==> config.mk <==
export PLATFORM = sky130hd
export DESIGN_NAME = channel_grant_decoder
export DESIGN_NICKNAME = d
export VERILOG_FILES = /design/src/rtl/channel_grant_decoder_pkg.sv /design/src/rtl/channel_grant_decoder_onehot_decoder.sv /design/src/rtl/channel_grant_decoder.sv
export SDC_FILE = /design/constraint.sdc
export NUM_CORES = 1
export LEC_CHECK = 0
export CORE_MARGIN = 2
export CORE_UTILIZATION = 30
export CTS_CLUSTER_DIAMETER = 80
export DETAILED_ROUTE_END_ITERATION = 10
export GPL_ROUTABILITY_DRIVEN = 0
export MAX_ROUTING_LAYER = met4
export PLACE_DENSITY = 0.55
export RECOVER_POWER = 100
export SYNTH_ARGS = -nofsm -noshare
export SYNTH_HDL_FRONTEND = slang
export SYNTH_SLANG_ARGS = --single-unit
==> constraint.sdc <==
create_clock -name clk -period 3.5 [get_ports clk]
set_input_delay 0.7 -clock clk [delete_from_list [all_inputs] [get_ports clk]]
set_output_delay 0.7 -clock clk [all_outputs]
set_load 0.1 [all_outputs]
==> src/rtl/channel_grant_decoder_pkg.sv <==
// Shared types and defaults for the Merak channel grant decoder.
// N/IW match the 32-to-5 priority encoder on the arbitration side.
package channel_grant_decoder_pkg;

  localparam int unsigned CGD_N  = 32;
  localparam int unsigned CGD_IW = 5;

  typedef enum logic [1:0] {
    IDLE    = 2'd0,
    GRANT   = 2'd1,
    RELEASE = 2'd2
  } cgd_state_e;

  function automatic logic idx_in_range(
    input int unsigned idx,
    input int unsigned n
  );
    return idx < n;
  endfunction

endpackage

==> src/rtl/channel_grant_decoder_onehot_decoder.sv <==
// Combinational IW-to-N one-hot decode with range flag.
// Out-of-range indices decode to all-zero.
module onehot_decoder
  import channel_grant_decoder_pkg::*;
#(
  parameter int N  = CGD_N,
  parameter int IW = CGD_IW
) (
  input  logic [IW-1:0] idx,
  output logic [N-1:0]  onehot,
  output logic          in_range
);

  logic [31:0] idx_ext;

  assign idx_ext = 32'(idx);

  always_comb begin
    onehot   = '0;
    in_range = idx_in_range(idx_ext, N);
    for (int i = 0; i < N; i++) begin
      if (idx_ext == 32'(i)) begin
        onehot[i] = 1'b1;
      end
    end
  end

endmodule

==> src/rtl/channel_grant_decoder.sv <==
// Sequential 5-to-32 grant decoder: registered one-hot grant
// held until done[cur_idx] or a hold timeout, then one gap cycle.
module channel_grant_decoder
  import channel_grant_decoder_pkg::*;
#(
  parameter int N       = CGD_N,
  parameter int IW      = CGD_IW,
  parameter int TIMEOUT = 255,
  parameter int TW      = 8
) (
  input  logic          clk,
  input  logic          rst,
  input  logic [IW-1:0] in_idx,
  input  logic          in_valid,
  output logic          in_ready,
  input  logic [N-1:0]  done,
  output logic [N-1:0]  grant,
  output logic          grant_valid,
  output logic [IW-1:0] cur_idx,
  output logic          timeout,
  output logic          idx_err
);

  localparam logic [TW-1:0] CNT_LAST = TW'(TIMEOUT - 1);

  cgd_state_e    state;
  logic [TW-1:0] cnt;
  logic [N-1:0]  dec_onehot;
  logic          dec_ok;
  logic          xfer;
  logic          done_cur;

  onehot_decoder #(
    .N  (N),
    .IW (IW)
  ) u_dec (
    .idx      (in_idx),
    .onehot   (dec_onehot),
    .in_range (dec_ok)
  );

  assign in_ready = (state == IDLE);
  assign xfer     = in_valid & in_ready;

  // cur_idx is always in range while in GRANT
  always_comb begin
    done_cur = 1'b0;
    for (int i = 0; i < N; i++) begin
      if (32'(cur_idx) == 32'(i)) begin
        done_cur = done[i];
      end
    end
  end

  always_ff @(posedge clk) begin
    if (rst) begin
      state       <= IDLE;
      grant       <= '0;
      grant_valid <= 1'b0;
      cur_idx     <= '0;
      timeout     <= 1'b0;
      idx_err     <= 1'b0;
      cnt         <= '0;
    end else begin
      timeout <= 1'b0;
      idx_err <= 1'b0;
      unique case (state)
        IDLE: begin
          if (xfer) begin
            if (dec_ok) begin
              cur_idx     <= in_idx;
              grant       <= dec_onehot;
              grant_valid <= 1'b1;
              cnt         <= '0;
              state       <= GRANT;
            end else begin
              idx_err <= 1'b1;
            end
          end
        end
        GRANT: begin
          if (done_cur) begin
            grant       <= '0;
            grant_valid <= 1'b0;
            state       <= RELEASE;
          end else if (cnt == CNT_LAST) begin
            grant       <= '0;
            grant_valid <= 1'b0;
            timeout     <= 1'b1;
            state       <= RELEASE;
          end else begin
            cnt <= cnt + 1'b1;
          end
        end
        RELEASE: begin
          state <= IDLE;
        end
        default: begin
          state <= IDLE;
        end
      endcase
    end
  end

endmodule

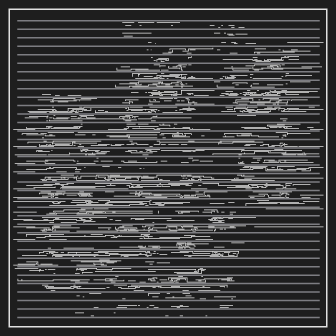
Fig. 1. Metal 1 (run 1).
Supply wires on this layer in grey.
413 nets have wire on it. The longest straight run is 30.8 um. The wires run mostly horizontal. The layer holds 49% of the routed length. The layer carries 4,150 um of wire.
routed wire length: 8453 um
M1 GR Usage: 22.98%
vias: 2,870

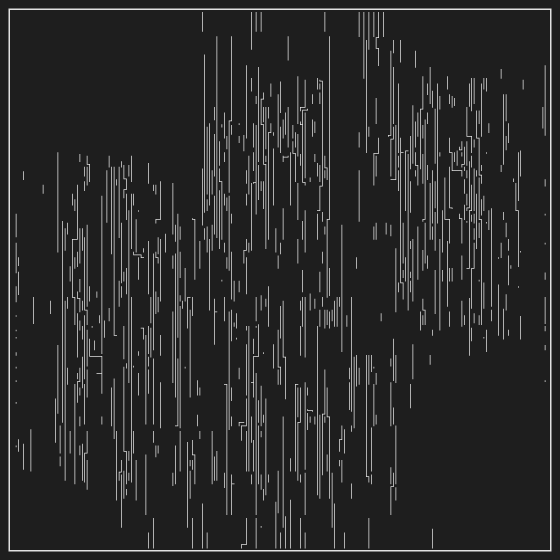
Fig. 2. Met2 routing (run 1).
The layer carries 3,770 um of wire. The layer holds 45% of the routed length.
GR met2 Demand/Resource: 26.24%

==> results.cfg, run 1 <==
; yosys + openroad results
[floorplanning]
die_height_um = 101.4
die_x_um = 101.4
floorplan.initialDensity_pct = 30.81
rows = 35
tap_cells = 129
core_sq_mm = 0.009240
ios = 81

[logic_synthesis]
mux_area_share_pct = 2.901
top_logic_kind = simple AND/OR/NAND/NOR gates
most_common_cell = dfxtp_1
ys_ff = 49
yosysWarnings = 0
syn_inst = 352
synth-xor-area-share_pct = 0
syn_nets = 394
ys_seq_share_pct = 34.46
syn_area_per_cell_sq_um = 8.087
synth_area_leader_cell = dfxtp_1
netlist_area_sq_mm = 0.002846
top_area_share_pct = 34.46
synth_cell_types = 54
synthTopCellsByArea = dfxtp_1, a311oi_1, a21oi_1, nand2_1, nor2b_1
fa_ha_area_share_pct = 0.8791
async_flop_share_pct = 0
common_cells = dfxtp_1, nand2_1, a21oi_1
ys_cells = 352
yosys_area_sq_mm = 0.002846
yosys.area_share.simple_pct = 28.75
edf_count = 0
flop_cell = dfxtp_1

[job]
cap_violations = 1
warnings = 27

[worst_setup_path]
r2r_slack_ps = 560
cp_top_family = AND-OR/OR-AND gates
cp.required_ps = 3690
critical_path_depth = 8
cp.arrival_ps = 3130
setup.worst_path.end = grant[26]
crit_type = register to register
slowest_stage = dfxtp_1
path_cells = inv_1, a21oi_1, o221ai_1, a21oi_2, and3_1, nand2_1, clkbuf_2, a311oi_1
timing.rr.end = grant[26]
path_buffers = 2
r2r_cells = 8
r2r_start = cur_idx[1]
crit_path_end_kind = register
worstPathMaxFanout = 21
worstSetupStartpointType = register

[placed_design]
preCtsSetupSlack_ps = 499.2
io_buffers = 79
place_area_sq_mm = 0.003719
dp_hpwl_um = 6046

[routing]
dr_wl_met2_um = 3767
met3_wirelength_um = 401
routed_via_density = 5.237
ant_nets = 0
met1Wirelength_um = 4154
top_layer_used = met4
drt_iter0_drc = 141
wire_per_inst_um = 15.43
first_pass_iters = 4

[clock_network]
cts_max_level = 2
cts-hold-fix-buffers = 0
cts_tree = built
cts_buffer_depth = 2
cts_root_buf = clkbuf_8
clk-insertion-delay-late_ps = 310
cts_setup_buffers = 0
clk_pin_slew_ps = 100
numClockSinks = 49

[pwr]
p_clk_share_pct = 30.9
peakVddDrop_mv = 0.2035
intPower_mw = 1.014
power-top-group = sequential cells
pg_comb_mw = 0.490
p_leak_nw = 1.384
p_sw_share_pct = 36.16
power_density_mw_per_mm2 = 415.9
power_frac_seq_pct = 38.2
seq-power_mw = 0.606
power_switching_mw = 0.5743

[worst_hold_path]
hold_end = cnt[4]
hold_path.startpoint = cnt[4]
holdPathStages = 2

[timing]
drv_slew = 43
fmax_mhz = 340.6
grt_setup_unrepaired = false
finalCriticalPeriod_ps = 2936
setup-tns-final_ps = 0
hold_viol = 0
holdWs_ps = 486.2
slew_headroom_pct = -35.05
setup_viol = 0

[finish]
nNonClkBuffers = 89
largest_reg_flops = 32
finalInstanceArea_sq_mm = 0.003819
logic_gates = 268
post-route-util_pct = 41.33
nets = 460
nFillCells = 954
areaGrowthSynthToFinish_pct = 34.15
flop_area_sq_um = 980.9
final-nonclk-buf-share_pct = 21.43
antennaDiodeCount = 0
reg.largest.list = grant: 32 flops, cnt: 8 flops, cur_idx: 5 flops
inverters_excl_clock = 5
top_register = grant
largestClassByArea = logic gates
sh_comb_area_pct = 44.56
clk_share_pct = 3.604
logic_area_sq_mm = 0.001702
layout-drive-gt1-share_pct = 9.069

[global_routing]
grt_remaining_overflow = 0
antenna_found_initial = 0
track_usage_pct = 17.01
top_usage_layer = met2
grt_max_degree = 43
grt_pass1_wl_um = 13710

[status]
status = finished with violations
failed_checks = capacitance limit, slew limit
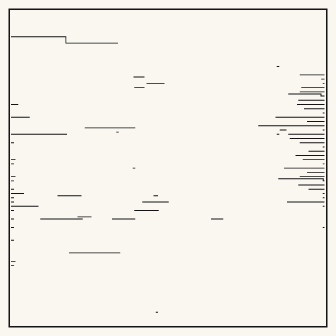
Fig. 3. Signal wires on met3 (run 1).
The wires run mostly horizontal. The layer carries 401 um of wire.
met3 Usage GRT: 2.622%

Fig. 4: run 1, the clock network
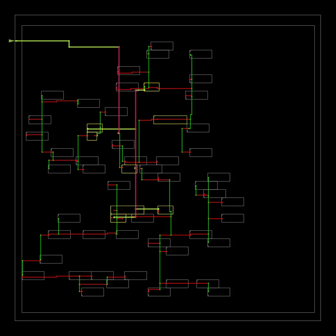

--- run 2 (diff from run 1) ---
- PLACE_DENSITY: 0.55 -> 0.57
- clock period: 3.5 -> 2.4 ns (I/O delays scaled with it)
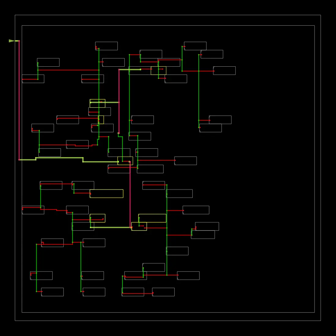
Fig. 5. The clock network (run 2).
Power Clock: 0.664 mW
clk_skew: 7.610 ps

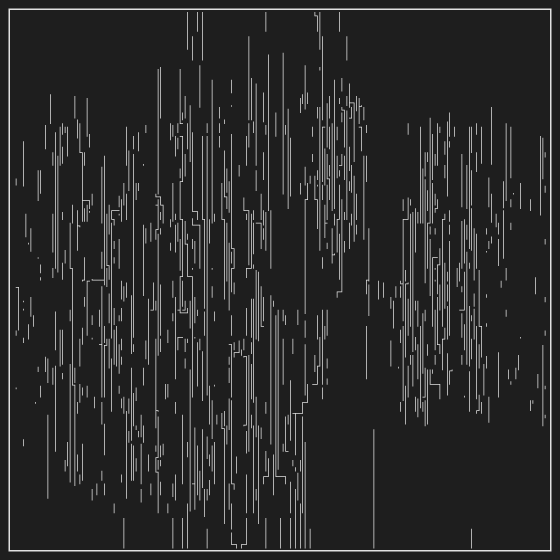
Fig. 6. Met2 routing (run 2).
The layer carries 3,890 um of wire. The longest straight run is 48.6 um. The wires run mostly vertical. 398 nets have wire on it.
vias: 3,001
routed wire length: 8709 um
GR met2 Demand/Resource: 26.74%

==> results.cfg, run 2 <==
; yosys + openroad results
[worst_setup_path]
r2r_slack_ps = 200
path_cells = clkdlybuf4s50_1, or3b_1, o211ai_2, o211ai_2, a21o_1, o211a_4, or4_1, o21ai_1
setup.worst_path.end = cnt[4]
slowest_stage = or4_1
crit_type = primary input to register
r2r_cells = 8
crit_path_end_kind = register
cp.arrival_ps = 2480
path_buffers = 1
cp.required_ps = 2650
cp_top_family = simple AND/OR/NAND/NOR gates

[finish]
largest_reg_flops = 32
top_register = grant
nNonClkBuffers = 108
finalInstanceArea_sq_mm = 0.003785
nets = 479
reg.largest.list = grant: 32 flops, cnt: 8 flops, cur_idx: 5 flops
nFillCells = 1001
final-nonclk-buf-share_pct = 20.83
largestClassByArea = logic gates
sh_comb_area_pct = 44.73
inverters_excl_clock = 5
post-route-util_pct = 40.96
clk_share_pct = 3.405

[timing]
setup_viol = 0
drv_slew = 0
setup-tns-final_ps = 0
slew_headroom_pct = 21.98
holdWs_ps = 474.1
hold_viol = 0

[clock_network]
numClockSinks = 49
cts_setup_buffers = 0
cts_tree = built
cts-hold-fix-buffers = 0
cts_root_buf = clkbuf_8

[routing]
dr_wl_met2_um = 3894
drt_iter0_drc = 104
top_layer_used = met4
wire_per_inst_um = 15.36
first_pass_iters = 4
met3_wirelength_um = 429
met1Wirelength_um = 4281

[global_routing]
use_met3_pct = 2.277
track_usage_pct = 17.28
grt_max_degree = 42
antenna_found_initial = 0

[pwr]
power-top-group = sequential cells
power_density_mw_per_mm2 = 618.3
seq-power_mw = 0.882
peakVddDrop_mv = 0.3242
p_clk_share_pct = 28.4
p_leak_nw = 1.324

[logic_synthesis]
yosys_area_sq_mm = 0.002846
yosys.area_share.simple_pct = 28.75
synth_cell_types = 54
syn_nets = 394
top_logic_kind = simple AND/OR/NAND/NOR gates
ys_cells = 352
most_common_cell = dfxtp_1
syn_inst = 352
ys_ff = 49
flop_cell = dfxtp_1
async_flop_share_pct = 0
fa_ha_area_share_pct = 0.8791
synthTopCellsByArea = dfxtp_1, a311oi_1, a21oi_1, nand2_1, nor2b_1
mux_area_share_pct = 2.901
synth_area_leader_cell = dfxtp_1
yosysWarnings = 0
ys_seq_share_pct = 34.46

[job]
cap_violations = 0
warnings = 27

[placed_design]
io_buffers = 79
preCtsSetupSlack_ps = -154.6
place_area_sq_mm = 0.003799

[floorplanning]
core_sq_mm = 0.009240
floorplan.initialDensity_pct = 30.81
rows = 35

[status]
status = finished clean

[worst_hold_path]
hold_path.startpoint = cnt[4]
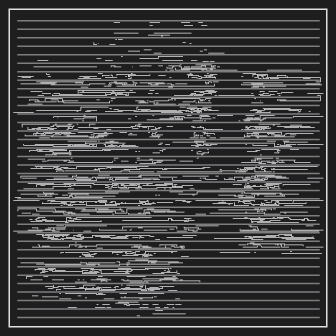
Fig. 7. Metal 1 (run 2).
Supply wires on this layer in grey.
The layer carries 4,280 um of wire. 426 nets have wire on it.
M1 GR Usage: 23.41%

No activity file was given, so power comes from the tool's default toggle rates.
